--- src/rtl/fifo_pop_stage.sv ---
// ---------------------------------------------------------------------------
// fifo_pop_stage
//
// Consumer stage for a 4-entry FIFO whose read data is combinational. The
// stage pops the FIFO, captures the word in the same cycle, and re-presents
// it on a val/rdy output through a 2-entry skid buffer. The FIFO read enable
// looks only at registered occupancy, fifo_empty_i, clear_i and reset, so
// there is no combinational path from out_rdy or FIFO data to the pop.
//
// Optional feature: define FIFO_POP_STAGE_STATS_EN to build the handshake
// and stall counters. Without it, pop_count_o and stall_count_o are tied
// to zero and no counter flops exist.
//
// Ports:
//   clk            clock, all state updates on posedge
//   reset          asynchronous active-low reset
//   fifo_empty_i   FIFO empty flag
//   fifo_rd_data_i FIFO read data, valid when fifo_rd_en_o=1
//   fifo_rd_en_o   pop request to the FIFO
//   clear_i        synchronous flush of the skid buffer
//   out_val        output message valid
//   out_rdy        downstream ready
//   out_msg        output message (head entry)
//   pop_count_o    number of output handshakes (wrapping)
//   stall_count_o  cycles with out_val=1 and out_rdy=0 (saturating)
// ---------------------------------------------------------------------------
module fifo_pop_stage #(
   parameter int DATA_W = 32,
   parameter int STAT_W = 16
) (
   input  logic              clk,
   input  logic              reset,
   input  logic              fifo_empty_i,
   input  logic [DATA_W-1:0] fifo_rd_data_i,
   output logic              fifo_rd_en_o,
   input  logic              clear_i,
   output logic              out_val,
   input  logic              out_rdy,
   output logic [DATA_W-1:0] out_msg,
   output logic [STAT_W-1:0] pop_count_o,
   output logic [STAT_W-1:0] stall_count_o
);

   logic [DATA_W-1:0] ent_r [2];
   logic              hd_r;
   logic              tl_r;
   logic [1:0]        cnt_r;
   logic              push_s;
   logic              pop_s;

   // Reset is folded in so the pop request drops immediately, before any
   // clock edge, when reset is asserted mid-stream.
   assign fifo_rd_en_o = reset && !fifo_empty_i && (cnt_r != 2'd2) && !clear_i;
   assign push_s       = fifo_rd_en_o;
   assign pop_s        = out_val && out_rdy;

   assign out_val = (cnt_r != 2'd0);
   assign out_msg = (cnt_r != 2'd0) ? ent_r[hd_r] : {DATA_W{1'b0}};

   // Skid buffer storage, pointers and occupancy.
   always_ff @(posedge clk or negedge reset) begin
      if (!reset) begin
         cnt_r    <= 2'd0;
         hd_r     <= 1'b0;
         tl_r     <= 1'b0;
         ent_r[0] <= {DATA_W{1'b0}};
         ent_r[1] <= {DATA_W{1'b0}};
      end else if (clear_i) begin
         // Entry contents are left as they are; occupancy 0 hides them.
         cnt_r <= 2'd0;
         hd_r  <= 1'b0;
         tl_r  <= 1'b0;
      end else begin
         if (push_s) begin
            ent_r[tl_r] <= fifo_rd_data_i;
            tl_r        <= tl_r + 1'b1;
         end
         if (pop_s) begin
            hd_r <= hd_r + 1'b1;
         end
         // Push is blocked at 2 and pop needs cnt!=0, so cnt stays in 0..2.
         cnt_r <= cnt_r + {1'b0, push_s} - {1'b0, pop_s};
      end
   end

`ifdef FIFO_POP_STAGE_STATS_EN
   logic [STAT_W-1:0] pop_cnt_r;
   logic [STAT_W-1:0] stall_cnt_r;
   logic              stall_s;

   assign stall_s = out_val && !out_rdy;

   // Handshake counter wraps; stall counter saturates at all-ones.
   always_ff @(posedge clk or negedge reset) begin
      if (!reset) begin
         pop_cnt_r   <= {STAT_W{1'b0}};
         stall_cnt_r <= {STAT_W{1'b0}};
      end else if (clear_i) begin
         pop_cnt_r   <= {STAT_W{1'b0}};
         stall_cnt_r <= {STAT_W{1'b0}};
      end else begin
         if (pop_s) begin
            pop_cnt_r <= pop_cnt_r + {{(STAT_W-1){1'b0}}, 1'b1};
         end
         if (stall_s && (stall_cnt_r != {STAT_W{1'b1}})) begin
            stall_cnt_r <= stall_cnt_r + {{(STAT_W-1){1'b0}}, 1'b1};
         end
      end
   end

   assign pop_count_o   = pop_cnt_r;
   assign stall_count_o = stall_cnt_r;
`else
   assign pop_count_o   = {STAT_W{1'b0}};
   assign stall_count_o = {STAT_W{1'b0}};
`endif

endmodule

--- config.mk ---
export PLATFORM = sky130hd
export DESIGN_NAME = fifo_pop_stage
export DESIGN_NICKNAME = d
export VERILOG_FILES = /design/src/rtl/fifo_pop_stage.sv
export SDC_FILE = /design/constraint.sdc
export NUM_CORES = 1
export LEC_CHECK = 0
export CAP_MARGIN = 20
export CORE_MARGIN = 5
export CORE_UTILIZATION = 35
export DETAILED_ROUTE_END_ITERATION = 12
export GPL_ROUTABILITY_DRIVEN = 0
export PLACE_DENSITY = 0.66
export RECOVER_POWER = 100
export SLEW_MARGIN = 20
export SYNTH_ARGS = -nofsm -noshare
export SYNTH_HDL_FRONTEND = slang
export SYNTH_SLANG_ARGS = --single-unit
--- constraint.sdc ---
create_clock -name clk -period 4.3 [get_ports clk]
set_input_delay 1.29 -clock clk [delete_from_list [all_inputs] [get_ports clk]]
set_output_delay 1.29 -clock clk [all_outputs]
set_load 0.02 [all_outputs]
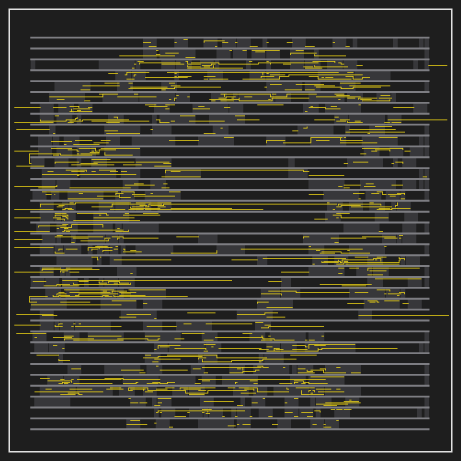
(met1 routing)
Drawn at 4 px/um. Supply wires on this layer in grey. Cells faint in the background.
main direction: horizontal
longest straight run: 43.2 um
share of all routed wire: 46%
nets with wire on the layer: 321
wire length on this layer: 3180 um

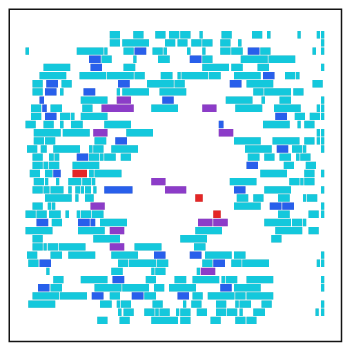
(sizing map)
Drawn at 3 px/um.
[red] drive 3 to 4 | cells: 3
[blue] drive 2 | cells: 39
[cyan] drive 1 or less | cells: 288
[purple] drive 6 and up | cells: 13

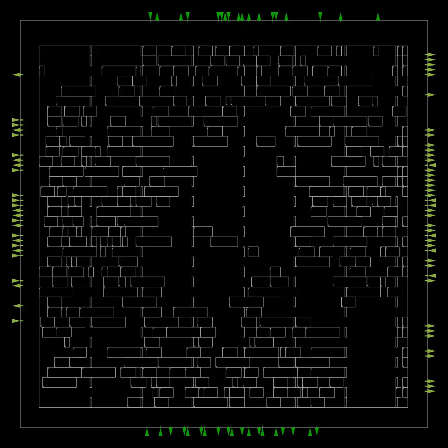
(placed standard cells)
number of fillers in the final layout: 961
final cell utilization of the core: 43.4%
final std cells w/o fill: 476

==> results.txt <==
Multi-input comb cells -> 179
status -> finished, violations left
met2 routed wirelength -> 3150 um
TritonCTS clock tree -> built
n_taps -> 133
DPL Wire Length -> 4620 um
Total Wirelength -> 6870 um
most frequent standard cell in the layout excluding fill and tap cells -> dfrtp_1
yosys stat cell total -> 267
Chip Area -> 12200 um^2
floorplan row count -> 36
synthesized-area fraction occupied by xor and xnor cells -> 0.498%
power per standard cell area -> 664 nW/um^2
layer with the highest usage after global routing -> met2
multi-input logic area -> 1420 um^2
critical register-to-register path startpoint -> cnt_r[1]
pin count of the biggest net entering global routing -> 69
share of synthesized area spent on multiplexers -> 32.9%
DRC Markers -> 0
clock transition at the registers of the reported paths -> 0.06 ns
R2R cell count -> 3
WL/cell -> 14.4 um
netlist area before placement -> 3520 um^2
Logic inverters -> 4
Hold Worst Slack -> 0.492 ns
M3 GR Usage -> 3.26%
crit-path max FO -> 2
unrepaired setup endpoints after global routing -> false
Slew Viols, Final -> 102
largest cells by area after synthesis -> dfrtp_1 (48%), mux2_4 (13%), mux2_2 (11%), mux2i_1 (9.1%), buf_4 (6.8%)
uppermost layer routed -> met4
Yosys warning total -> 0
remaining global-route overflow -> 0
fp util -> 36.0%
area fraction in full adders, half adders and majority gates -> 0.711%
clock buffer count from CTS -> 9
violated checks -> max-capacitance violations, max-slew violations
# Post-CTS Setup Buffers -> 0
global-route wire length before repair -> 11400 um
Avg Cell Area, Syn -> 13.2 um^2
top comb family, area -> multiplexers
Hold Path Stages -> 1
total vias in the final route -> 2131
final critical-path share of the clock period -> 96.5%
via density per instance -> 4.48
post-route standard cell area excluding fillers -> 4240 um^2
clock latency on the worst-skew pair -> 0.33 ns
overall fraction of global-route tracks in use -> 12.2%
count of flip-flops and latches -> 68
Rel. slew slack -> -11.4%
horizontal die dimension -> 110 um
fmax -> 241 MHz
Top cells excl fill/tap -> dfrtp_1 (67), clkdlybuf4s50_1 (54), nor2_1 (35)
length of routed wiring on met1 -> 3180 um
Synth async-reset ratio -> 100%
number of hold-repair buffers added at the cts stage -> 0
area share, top type -> 48.4%
startpoint of the worst setup timing path -> clear_i
static power due to leakage -> 1.89 nW
met2 GRT Util -> 18.9%
area taken by flip-flops and latches -> 1700 um^2
count of cells resized by post-cts repair -> 0
flop2flop setup slack -> 1.85 ns
worst-case clock skew -> 0.00856 ns
Synth Seq Share -> 48.4%
library cell used as clock root buffer -> clkbuf_8
logic share of the area -> 33.4%
area of the core -> 9770 um^2
stage-log warning count -> 26
post-placement cell count -> 460
Synth Area in Compound Gates -> 0.427%
Arrival @ worst endpoint -> 2.86 ns
EDFF count, synth -> 0
number of max-cap violations -> 2
Worst Hold Class -> flop to flop
CTS max path bufs -> 2
post-synthesis share of cell area spent on and, or, nand and nor gates -> 5.76%
share of cells above drive strength 1 -> 16.0%
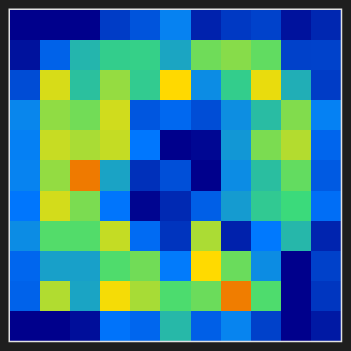
(cell density map)
Drawn at 3 px/um. 11 x 11 tiles, from dark blue (low) to red (high), 0 to 100% covered.
fullest tile: 86%
mean over tiles: 34%
densest ninth of the die: left middle
tiles over 75% full: 3.3%
emptiest ninth of the die: middle
nearly empty tiles: 9.9%

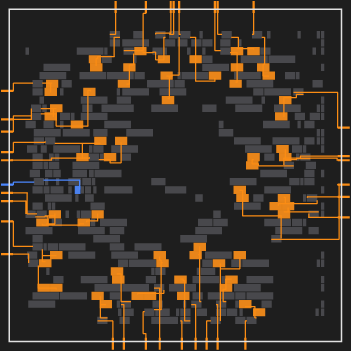
(nets reached from selected ports)
Drawn at 3 px/um.
[orange] `fifo_rd_data_i` | direction: input | edge: 9 left, 9 bottom, 8 top, 6 right | end cells: 64 | buffers: 32 | wire: 965 um
[blue] `out_rdy` | direction: input | edge: left | end cells: 1 | buffers: 1 | wire: 23.5 um
# IOs: 103
count of port buffers added during placement: 70

[critical path, stage by stage]
cell and delay, ns:
dlygate4sd3_1 0.55, nor3_1 0.29, dlygate4sd3_1 0.72
[power breakdown]
part           switching, W  internal (W)  leakage [nW]  total (W)
clock network      0.000233      0.000298         0.102   0.000531
logic              0.000578      0.000610         0.945    0.00119
registers          0.000176      0.000922         0.839    0.00110
[synthesized netlist by cell type, types with 2 or more instances]
cell type / n
buf_12: 3
buf_2: 4
buf_4: 32
buf_6: 4
clkbuf_1: 4
dfrtp_1: 68
ha_1: 2
inv_1: 4
mux2_2: 33
mux2_4: 31
mux2i_1: 32
nor2_1: 35
nor3_1: 2
o21ai_0: 2
xor2_1: 2
[flip-flops by register name, indices dropped and copies added (netlist names)]
name   cells
cnt_r      2
hd_r       1
tl_r       1
ent_r     64
Power figures rest on the tool's default switching activity, not on a simulated workload.
